--- src/rtl/picxo_lock_sequencer.sv ---
// Startup and supervision FSM for the PICXO TX phase aligner.
// Holds PICXO in reset until the GT TX path is up, waits for the loop to
// settle, declares lock after a run of good error samples and re-resets
// PICXO on loss of lock, overflow or acquisition timeout.
module picxo_lock_sequencer #(
    parameter int RST_CYCLES    = 64,
    parameter int SETTLE_CYCLES = 4096,
    parameter int LOCK_THRESH   = 256,
    parameter int UNLOCK_THRESH = 1024,
    parameter int LOCK_COUNT    = 16,
    parameter int UNLOCK_COUNT  = 4,
    parameter int ACQ_TIMEOUT   = 1048576,
    parameter int CNT_W         = 8
) (
    input  logic             refclk,
    input  logic             rst,
    input  logic             txresetdone,
    input  logic             err_valid,
    input  logic [20:0]      picxo_err,
    input  logic [3:0]       picxo_ovf,
    output logic             picxo_rst,
    output logic             locked,
    output logic [CNT_W-1:0] relock_count,
    output logic [2:0]       state_o
);

    typedef enum logic [2:0] {
        ST_IDLE    = 3'd0,
        ST_RESET   = 3'd1,
        ST_SETTLE  = 3'd2,
        ST_ACQUIRE = 3'd3,
        ST_LOCKED  = 3'd4
    } state_t;

    // One shared cycle counter serves RESET, SETTLE and the ACQUIRE timeout,
    // so it is sized for the longest of the three.
    localparam int CYC_MAX0 = (RST_CYCLES > SETTLE_CYCLES) ? RST_CYCLES : SETTLE_CYCLES;
    localparam int CYC_MAX  = (CYC_MAX0 > ACQ_TIMEOUT) ? CYC_MAX0 : ACQ_TIMEOUT;
    localparam int CYC_W    = $clog2(CYC_MAX + 1);
    localparam int GOOD_W   = $clog2(LOCK_COUNT + 1);
    localparam int BAD_W    = $clog2(UNLOCK_COUNT + 1);

    state_t             state_q, state_d;
    logic [CYC_W-1:0]   cyc_q, cyc_d;
    logic [GOOD_W-1:0]  good_q, good_d;
    logic [BAD_W-1:0]   bad_q, bad_d;
    logic [CNT_W-1:0]   relock_q, relock_d;
    logic               picxo_rst_q;
    logic               locked_q;

    logic [20:0]        err_abs;
    logic               sample_good;
    logic               sample_bad;
    logic               ovf_any;

    // Magnitude as 21-bit unsigned: the most negative input maps to 2^20
    // without wrapping.
    assign err_abs     = picxo_err[20] ? (~picxo_err + 21'd1) : picxo_err;
    assign sample_good = (err_abs <= 21'(LOCK_THRESH));
    assign sample_bad  = (err_abs >  21'(UNLOCK_THRESH));
    assign ovf_any     = |picxo_ovf;

    // Next-state logic: per-state behaviour, then retry and txresetdone
    // overrides, then counter clearing on any state change.
    always_comb begin
        logic retry;
        state_d  = state_q;
        cyc_d    = cyc_q;
        good_d   = good_q;
        bad_d    = bad_q;
        relock_d = relock_q;
        retry    = 1'b0;

        case (state_q)
            ST_IDLE: begin
                if (txresetdone) state_d = ST_RESET;
            end
            ST_RESET: begin
                if (cyc_q == CYC_W'(RST_CYCLES - 1)) state_d = ST_SETTLE;
                else                                  cyc_d   = cyc_q + CYC_W'(1);
            end
            ST_SETTLE: begin
                if (cyc_q == CYC_W'(SETTLE_CYCLES - 1)) state_d = ST_ACQUIRE;
                else                                     cyc_d   = cyc_q + CYC_W'(1);
            end
            ST_ACQUIRE: begin
                if (ovf_any) begin
                    retry = 1'b1;
                end else if (err_valid && sample_good &&
                             good_q == GOOD_W'(LOCK_COUNT - 1)) begin
                    // Lock beats a coincident timeout.
                    state_d = ST_LOCKED;
                end else if (cyc_q == CYC_W'(ACQ_TIMEOUT - 1)) begin
                    retry = 1'b1;
                end else begin
                    cyc_d = cyc_q + CYC_W'(1);
                    if (err_valid) good_d = sample_good ? good_q + GOOD_W'(1) : '0;
                end
            end
            ST_LOCKED: begin
                if (ovf_any) begin
                    retry = 1'b1;
                end else if (err_valid) begin
                    if (!sample_bad)                          bad_d = '0;
                    else if (bad_q == BAD_W'(UNLOCK_COUNT - 1)) retry = 1'b1;
                    else                                      bad_d = bad_q + BAD_W'(1);
                end
            end
            default: state_d = ST_IDLE;
        endcase

        if (retry) begin
            state_d = ST_RESET;
            if (relock_q != '1) relock_d = relock_q + CNT_W'(1);
        end

        // Losing the TX path overrides everything and is not a relock event.
        if (state_q != ST_IDLE && !txresetdone) begin
            state_d  = ST_IDLE;
            relock_d = relock_q;
        end

        if (state_d != state_q) begin
            cyc_d  = '0;
            good_d = '0;
            bad_d  = '0;
        end
    end

    // State, counters and registered outputs, all updated on the same edge.
    always_ff @(posedge refclk or posedge rst) begin
        if (rst) begin
            state_q     <= ST_IDLE;
            cyc_q       <= '0;
            good_q      <= '0;
            bad_q       <= '0;
            relock_q    <= '0;
            picxo_rst_q <= 1'b1;
            locked_q    <= 1'b0;
        end else begin
            state_q     <= state_d;
            cyc_q       <= cyc_d;
            good_q      <= good_d;
            bad_q       <= bad_d;
            relock_q    <= relock_d;
            picxo_rst_q <= (state_d == ST_IDLE) || (state_d == ST_RESET);
            locked_q    <= (state_d == ST_LOCKED);
        end
    end

    assign picxo_rst    = picxo_rst_q;
    assign locked       = locked_q;
    assign relock_count = relock_q;
    assign state_o      = state_q;

endmodule
--- config.mk ---
export PLATFORM = sky130hd
export DESIGN_NAME = picxo_lock_sequencer
export DESIGN_NICKNAME = d
export VERILOG_FILES = /design/src/rtl/picxo_lock_sequencer.sv
export SDC_FILE = /design/constraint.sdc
export NUM_CORES = 1
export LEC_CHECK = 0
export CAP_MARGIN = 20
export CORE_ASPECT_RATIO = 1.25
export CORE_MARGIN = 2
export CORE_UTILIZATION = 45
export CTS_BUF_LIST = sky130_fd_sc_hd__clkbuf_16
export CTS_CLUSTER_DIAMETER = 150
export DETAILED_ROUTE_END_ITERATION = 8
export PLACE_DENSITY = 0.72
export SKIP_LAST_GASP = 1
export SYNTH_ARGS = -nofsm -noshare
export SYNTH_HDL_FRONTEND = slang
export SYNTH_SLANG_ARGS = --single-unit
--- constraint.sdc ---
create_clock -name refclk -period 7.7 [get_ports refclk]
set_input_delay 1.155 -clock refclk [delete_from_list [all_inputs] [get_ports refclk]]
set_output_delay 1.155 -clock refclk [all_outputs]
set_load 0.005 [all_outputs]
Run 1, M1 wires:
Scale: 4 px per um. Supply wires on this layer in grey.
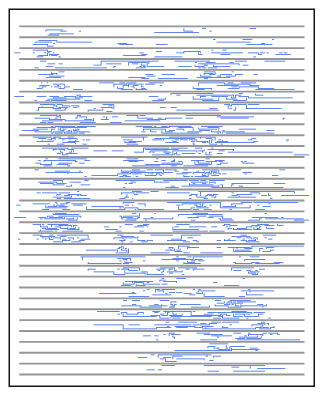
main direction: horizontal
longest straight run: 23.9 um
wire length on this layer: 2830 um
share of all routed wire: 43%
Post-Route WL: 6574 um
M1 GR Usage: 23.98%
Via Count: 2727

Run 1, met2 routing:
Scale: 3 px per um.
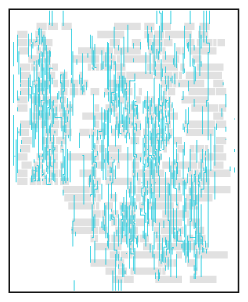
longest straight run: 37.1 um
share of all routed wire: 50%
main direction: vertical
wire length on this layer: 3310 um
nets with wire on the layer: 355
grt met2 use: 33.76%

==> reports/metrics.yaml, run 1 <==
maxSlewHeadroom_pct: 48.47
critPathTopFamily: "simple AND/OR/NAND/NOR gates"
syn_area_per_cell_um2: 8.328
grt_overflow: 0
reg2reg_slack_ps: 3940
yosys_area_mm2: 0.002907
tightest_slew_ps: 772.9
power_mw: 0.4940
synthXorXnorAreaFrac_pct: 9.040
power_frac_clock_pct: 42.9
whs_path_depth: 1
cts.repair.resized: 0
top_cells_by_count: "nor2_1 (49), dfrtp_1 (41), nand2_1 (28)"
comb_cells: 274
leakagePower_nw: 1.348
rr_worst_depth: 11
fp_nets: 385
routed_via_density: 5.765
status: "finished, final reports clean"
p_int_mw: 0.3686
synth.largest_area_cell: "dfrtp_1"
netlist_instances: 349
buffer_area_share_pct: 12.70
synthAdderAreaFrac_pct: 3.013
num_antenna_cells: 0
fin_worst_skew_ps: 6.359
area_growth_pct: 21.35
worstSetupEndpoint: "cyc_q[1]$_DFFE_PP0P_"
power_density_mw_per_mm2: 140.1
cts_buffer_depth: 2
dp_cells: 465
place_congestion: 0.8710
period_used_pct: 70.39
path_depth: 14
Run 1, the metal 3 layer:
Scale: 4 px per um.
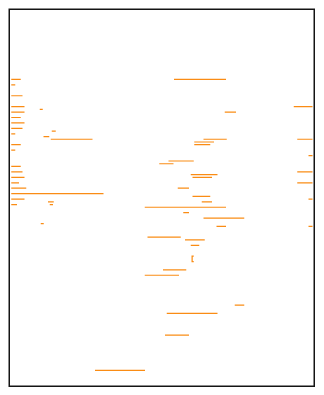
share of all routed wire: 3.8%
longest straight run: 22.8 um
main direction: horizontal
wire length on this layer: 247 um

[run 1: registers in the layout (all words and copies together) (netlist names)]
name and flops:
picxo_rst 1, bad_q 3, state_o 3, locked 1
cyc_q 21, relock_count 8, good_q 5
[run 1: cells in the final DEF (no fill, tap or decap), drive strengths merged, types with 4 or more instances in the layout]
| cell type | n |
|---|---|
| clkdlybuf4s50 | 41 |
| nor4b | 4 |
| o21ai | 9 |
| o31ai | 4 |
| nor4 | 14 |
| inv | 19 |
| nand3 | 21 |
| nor2 | 49 |
| or4 | 11 |
| nand2 | 29 |
| and3 | 5 |
| or2 | 4 |
| or3 | 6 |
| nand4 | 6 |
| ha | 7 |
| a21oi | 17 |
| xnor2 | 25 |
| clkbuf | 5 |
| nor3 | 17 |
| dfrtp | 41 |
| xor2 | 5 |
| buf | 5 |
==> run 2, diff against run 1 <==
--- a/config.mk
+++ b/config.mk
@@ -12,7 +12,7 @@
 export CTS_BUF_LIST = sky130_fd_sc_hd__clkbuf_16
 export CTS_CLUSTER_DIAMETER = 150
 export DETAILED_ROUTE_END_ITERATION = 8
-export PLACE_DENSITY = 0.72
+export PLACE_DENSITY = 0.75
 export SKIP_LAST_GASP = 1
 export SYNTH_ARGS = -nofsm -noshare
 export SYNTH_HDL_FRONTEND = slang
==> constraint.sdc (replaced) <==
create_clock -name refclk -period 4.94 [get_ports refclk]
set_input_delay 0.741 -clock refclk [delete_from_list [all_inputs] [get_ports refclk]]
set_output_delay 0.741 -clock refclk [all_outputs]
set_load 0.005 [all_outputs]
Run 2, cell outlines without signal wires:
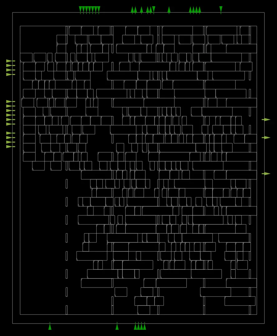
FF+latch count: 42
fin cells: 473
flop share of the area: 29.72%

Run 2, met2 routing:
Scale: 3 px per um.
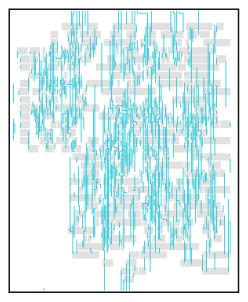
wire length on this layer: 3430 um
nets with wire on the layer: 359
share of all routed wire: 52%
main direction: vertical
longest straight run: 31.4 um
grt met2 use: 33.91%
Via Count: 2709
Post-Route WL: 6555 um

==> run 2 against run 1 <==
Effect of this change: clock skew increased by 0.50 ps; register-to-register slack got worse by 2400 ps; clock power increased by 71%; via count decreased by 0.66%; synthesized area unchanged; worst hold slack improved by 9.1 ps; critical path depth unchanged; core utilization increased by 0.22 points; sequential power increased by 56%; combinational power increased by 53%; critical path type unchanged; largest cell class unchanged; largest power group is now clock.
==> reports/metrics.yaml, run 2 <==
status: "finished, final reports clean"
buffer_area_share_pct: 12.65  # -0.049 points
final_cell_mix: "nor2_1 (49), dfrtp_1 (41), clkdlybuf4s50_1 (41)"
maxSlewHeadroom_pct: 56.15  # +7.7 points
core_mm2: 0.006206
leakagePower_nw: 1.364  # +1.2%
top_cells_by_count: "nor2_1 (49), dfrtp_1 (41), nand2_1 (28)"
fin_worst_skew_ps: 6.860  # +0.5008 ps
power_mw: 0.8006  # +62%
tightest_slew_ps: 651.7  # -121.2 ps
path_max_fanout: 29
m1WireLength_um: 2706
period_used_pct: 88.53
cts.repair.resized: 0  # unchanged
worstSetupEndpoint: "cyc_q[8]$_DFFE_PP0P_"
cts_buffer_depth: 2  # unchanged
gr-usage-met1_pct: 24.26  # +0.28 points
drtAntennaViolNets: 0
netlist_instances: 349  # unchanged
synth.largest_area_cell: "dfrtp_1"
cts_setup_buffers: 0
mostFrequentLayoutCell: "nor2_1"
cp_slowest_stage_delay_ps: 520
synthXorXnorAreaFrac_pct: 9.040  # unchanged
place_congestion: 0.8723  # +0.15%
synthAdderAreaFrac_pct: 3.013  # unchanged
fp_nets: 385  # unchanged
largest_reg_flops: 21  # unchanged
largest_register: "cyc_q"
routed_via_density: 5.727  # -0.66%
clock_cell_area_share_pct: 4.594
comb_cells: 274  # unchanged
fp-row-count: 32
mux_share_pct: 1.421
drtIter0Drc: 199
whs_path_depth: 1  # unchanged
num_antenna_cells: 0  # unchanged
reg2reg_slack_ps: 1550  # -2390 ps
grt_overflow: 0  # unchanged
rr_worst_depth: 11  # unchanged
seq_area_mm2: 0.001052
numPortBuffers: 41
power_density_mw_per_mm2: 226.1  # +61%
area_growth_pct: 21.83
yosys_area_mm2: 0.002907  # unchanged
run 2: cell counts after synthesis:
Identical to the previous run, type by type.
run 2: worst max-delay path, delay by kind of cell:
kind | cells | cell delay [ps]
simple gates | 7 | 1940
fa+ha+maj | 1 | 230
buf+inv | 3 | 840
compound gates | 3 | 790
run 2: where the power goes:
part | switching, mW | total (mW) | internal (mW)
Clock | 0.128 | 0.362 | 0.235
Combinational | 0.0492 | 0.0894 | 0.0402
Sequential | 0.00322 | 0.349 | 0.346
Total | 0.180 | 0.801 | 0.621
run 2: metrics by stage:
stage	hold WS [ps]	util [%]	cells
after global routing	531.1	57.06	473
after floorplan	484.6	-	349
after detailed placement	496.2	54.44	465
after CTS	505.4	57.06	473
after global placement	492.7	54.44	465
final	506.5	57.06	473
Power figures rest on the tool's default switching activity, not on a simulated workload.
